==> config.mk <==
export PLATFORM = sky130hd
export DESIGN_NAME = cpu_mem_arbiter
export DESIGN_NICKNAME = d
export VERILOG_FILES = /design/src/rtl/cpu_bus_pkg.sv /design/src/rtl/rsp_tag_fifo.sv /design/src/rtl/cpu_mem_arbiter.sv
export SDC_FILE = /design/constraint.sdc
export NUM_CORES = 1
export LEC_CHECK = 0
export CORE_AREA = 2 2 109 111
export DETAILED_ROUTE_END_ITERATION = 8
export DIE_AREA = 0 0 111 113
export PLACE_DENSITY_LB_ADDON = 0.1
export REMOVE_ABC_BUFFERS = 1
export SYNTH_ARGS = -nofsm -noshare
export SYNTH_HDL_FRONTEND = slang
export SYNTH_HIERARCHICAL = 1
export SYNTH_SLANG_ARGS = --single-unit
==> constraint.sdc <==
create_clock -name clk -period 9.67 [get_ports clk]
set_clock_uncertainty 0.2 [all_clocks]
set_input_delay 1.934 -clock clk [delete_from_list [all_inputs] [get_ports clk]]
set_output_delay 1.934 -clock clk [all_outputs]
set_load 0.02 [all_outputs]
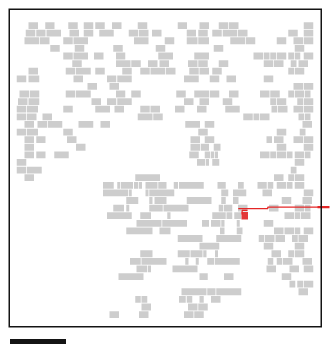
run_1/port_nets.png
The bar under the picture is 20 um long.
Key: red = ibus_cmd_valid [bits 1, direction input, end cells 1, buffers 1, wire 32.7 um]
number of port buffers: 183
I/O pin count: 280

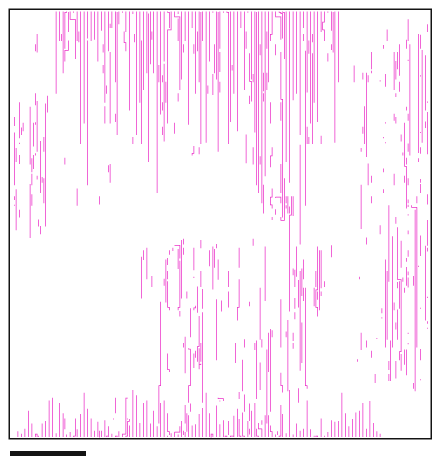
run_1/met2.png
The bar under the picture is 20 um long.
The layer carries 4190 um of wire. The layer holds 46% of the routed length. 399 nets have wire on it.
met2 Use GR: 21.8%
final WL: 9.02 mm
vias: 1873

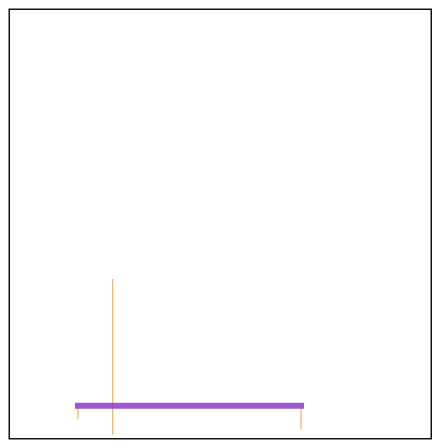
run_1/metal_stack.png
Only two layers are drawn.
Key: purple = met5 [wire length 58.9 um]; orange = met4 [wire length 50.3 um]
drt wl/cell: 19.1 um
Global Route Usage Sum: 13.5%

==> Slide: Implementation Results, run 1 <==
Implementation Results

Run status
  – Status: finished clean

Critical path
  – WP buf/inv: 3
  – R2R setup slack: roughly 7 ns
  – CP delay by family, top: buffers and inverters
  – Req. time, crit path: around 7.5 ns
  – Crit path DAT: 4.03 ns
  – Max incr delay on CP: around 0.54 ns

Clocking
  – Setup Buffers After CTS: 0
  – PostCTS Resize Cnt: 0
  – Num Clock Sinks: 14
  – Root Buffer: clkbuf_16

Hold path
  – Hold path depth: 1

Yosys
  – Area share, top type: about a quarter
  – Mux area share: a little over a quarter
  – Synthesized instance count: approximately 210
  – Yosys cell count: ~210
  – Warnings from Yosys: 6
  – Avg Cell Area, Syn: about 9.7 um^2

Pwr
  – Leakage power: about 1.5 nW
  – NetSw: ~0.00026 W
  – Switching Fraction: about two fifths

Timing
  – Setup-failing EPs final: 0
  – RSZ-0062 raised after global routing: false
  – Final Hold Vio Count: 0
  – Slack of the critical path: about 3.5 ns

Floorplan
  – Core area: 11300 um^2

Drt
  – Drt first-iter violations: 58

GRT
  – Initial antenna violation count: 0

Layout
  – Fin area: between 3000 and 4000 um^2
  – Share of layout cells above drive strength 1: between 10% and 20%
run 1: synthesized netlist by cell type:
cell type and number:
nor3_1 4, or3b_1 1, nor2_1 2, a21o_1 1, clkbuf_1 3, mux2_4 26
and3_1 1, nand2_1 5, inv_1 10, nor2b_4 1, nor2b_1 4, nand2b_4 1
and2_1 34, nand2b_1 3, inv_6 1, dfrtp_1 14, nor3b_1 1, ha_1 7
o211ai_1 2, xnor2_1 2, a2111oi_0 1, o21ai_2 1, fa_1 1, o21ai_0 2
buf_4 64, mux2_2 12, buf_12 2, mux4_1 1, buf_6 2, a211o_1 2
a22oi_1 1
run 1: cells in the final DEF (no fill, tap or decap), drive strengths merged:
| master | count |
|---|---|
| clkbuf | 4 |
| buf | 2 |
| or3b | 1 |
| inv | 11 |
| and2 | 34 |
| dfrtp | 14 |
| a22oi | 1 |
| a211o | 2 |
| nor3 | 4 |
| nand2 | 5 |
| nor2 | 2 |
| fa | 1 |
| xnor2 | 2 |
| mux4 | 1 |
| ha | 7 |
| a21o | 1 |
| nor2b | 5 |
| mux2 | 38 |
| o211ai | 2 |
| a2111oi | 1 |
| clkdlybuf4s50 | 183 |
| and3 | 1 |
| o21ai | 3 |
| nor3b | 1 |
| nand2b | 4 |
run 1: power groups by stage:
stage / sequential [W] / combinational [W] / clock (W)
after floorplan: 0.000117 / 0.000256 / 0
final: 0.000113 / 0.000471 / 0.0000861
after CTS: 0.000113 / 0.000479 / 0.0000892
after global routing: 0.000118 / 0.000507 / 0.0000924
after detailed placement: 0.000113 / 0.000478 / 0
after global placement: 0.000112 / 0.000477 / 0
run 1: layout make-up:
type,instances,area share (%)
clock buffers,4,2.46
inverters,11,1.28
multi-input cells,116,30.6
flip-flops and latches,14,9.69
well taps,143,4.95
repair buffers,185,51.1
run_1/final_placement.png
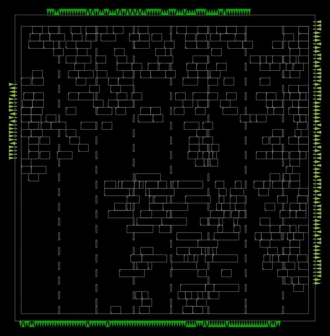

## Run 2: what changed since run 1
CORE_AREA = 2 2 110 112   (was 2 2 109 111)
DIE_AREA = 0 0 112 114   (was 0 0 111 113)
clock period = 5 ns   (was 9.67 ns; I/O delays follow)
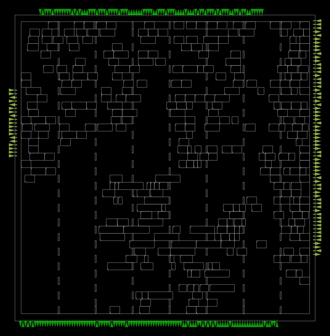
run_2/final_placement.png
# Taps: 147
core area: 11700 um^2

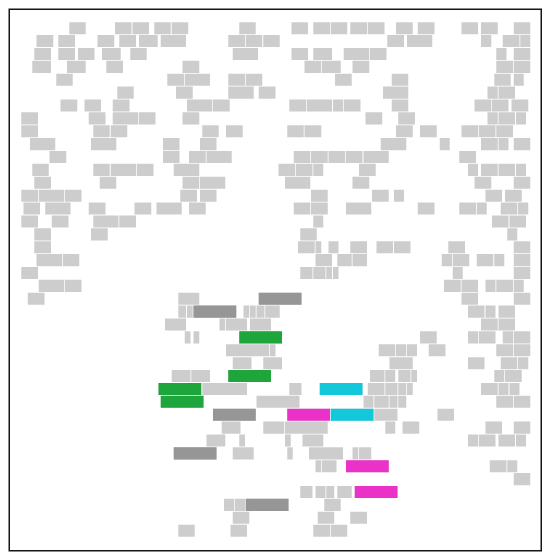
run_2/registers.png
Other sequential cells in the stronger gray, the rest of the logic in the fainter gray.
Key: cyan = state_q [flops 2]; green = u_tags/mem_q [flops 4]; magenta = u_tags/count [flops 3]
Another 5 sequential cells are not colored.
Reg area: 350 um^2
sequential power: 0.000216 W

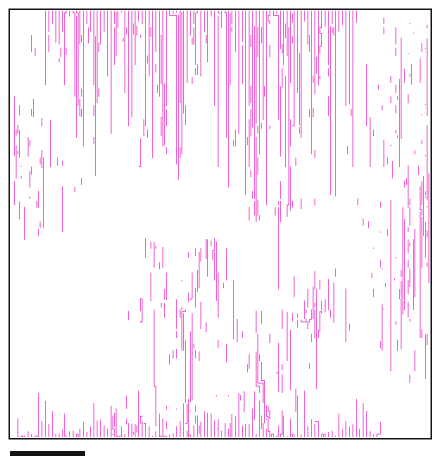
run_2/met2.png
The bar under the picture is 20 um long.
The layer carries 4210 um of wire. The longest straight run is 51.7 um. The layer holds 46% of the routed length.
vias: 1896
final WL: 9.07 mm
met2 Use GR: 20.5%

==> run 2 against run 1 <==
Compared with the run above:
- design area is 0.24% lower
- combinational power is 95% higher
- flip-flop count stayed put
- final cell count is 0.63% higher
- count of clock-buffer cells in the layout is 1 lower
- critical path depth stayed put
- hold slack better by 0.0040 ns
- first-iteration DRC count is 67% higher
- non-clock buffer count stayed put
- utilization is 1.3 points lower
- synthesized cell count stayed put
- setup slack worse by 2.8 ns
==> Slide: Implementation Results, run 2 <==
Implementation Results

Clocking
  – Setup Buffers After CTS: 0

GRT
  – Initial antenna violation count: 0
  – Global Route Usage Sum: 12.9%

Critical path
  – Req. time, crit path: approximately 3.8 ns
  – R2R setup slack: between 2 and 2.5 ns

Place
  – Number of port buffers: between 150 and 200

Layout
  – Highest-count logic cell in the final layout: clkdlybuf4s50_1
  – Most numerous logic cells after layout: 183 x clkdlybuf4s50_1, 34 x and2_1, 26 x mux2_4, 14 x dfrtp_1, 12 x mux2_2
  – Share of layout cells above drive strength 1: between 10 and 15%

Timing
  – Slack of the critical path: roughly 0.7 ns
  – Setup-failing EPs final: 0
  – RSZ-0062 raised after global routing: false

Yosys
  – Post-synth top cells: 64 x buf_4, 34 x and2_1, 26 x mux2_4, 14 x dfrtp_1, 12 x mux2_2
  – Synthesized instance count: ~210
  – Area share, top type: 23.4%
  – Dominant cell by count in the synthesized netlist: buf_4
  – Ys flop type: dfrtp_1
  – Post-synth ARST share: 100%
  – Flip-flops with a built-in enable: 0
  – Yosys cell count: about 210

Drt
  – Drt first-iter violations: roughly 97

Run status
  – Status: finished clean

Pwr
  – Leakage power: 1.48 nW
-- run 2: netlist changes by cell type in the layout (fill, tap and decap cells not counted), sizes merged --
cell | previous run | this run
clkbuf | 4 | 3
-- run 2: cells by family (layout without fill, tap and decap cells) --
| group | after synthesis | after routing | synth area share, % |
|---|---|---|---|
| buffers and inverters | 82 | 199 | 29.2 |
| multiplexers | 39 | 39 | 26.8 |
| AND-OR/OR-AND | 10 | 10 | 3.65 |
| XOR/XNOR | 2 | 2 | 0.852 |
| flip-flops | 14 | 14 | 17.0 |
| adder cells (fa/ha/maj) | 8 | 8 | 5.23 |
| AND/OR/NAND/NOR | 57 | 57 | 17.2 |
-- run 2: cell type report --
type                       instances  area, um^2
inverter                          11        46.3
timing repair buffer             185        1850
fill                            1225        8100
sequential                        14         350
multi-input combinational        116        1110
tap                              147         184
clock buffer                       3        75.1
-- run 2: metal layers --
metal / vias up / wire length (um) / track usage [%] / part of all wire (%)
met4: 4 / 85 / 2.36 / 0.94
met3: 11 / 1500 / 10.4 / 17
met5: - / 91 / 7.06 / 1.0
li1: 860 / - / - / -
met1: 842 / 3180 / 13.1 / 35
met2: 179 / 4210 / 20.5 / 46
-- run 2: critical path, cell delays in order --
cell and delay [ns]:
clkdlybuf4s50_1 0.49, nor2b_4 0.17, o21ai_2 0.11, inv_6 0.34, mux2_2 0.40, clkdlybuf4s50_1 0.54
-- run 2: where the power goes --
part           leakage, nW  switching, W  total, W  internal [W]
Combinational         1.27      0.000415  0.000920      0.000505
Sequential           0.167     0.0000479  0.000216      0.000168
Clock               0.0370     0.0000438  0.000148      0.000104
Total                 1.48      0.000507   0.00128      0.000778
Power is estimated from default activity; no workload was simulated.
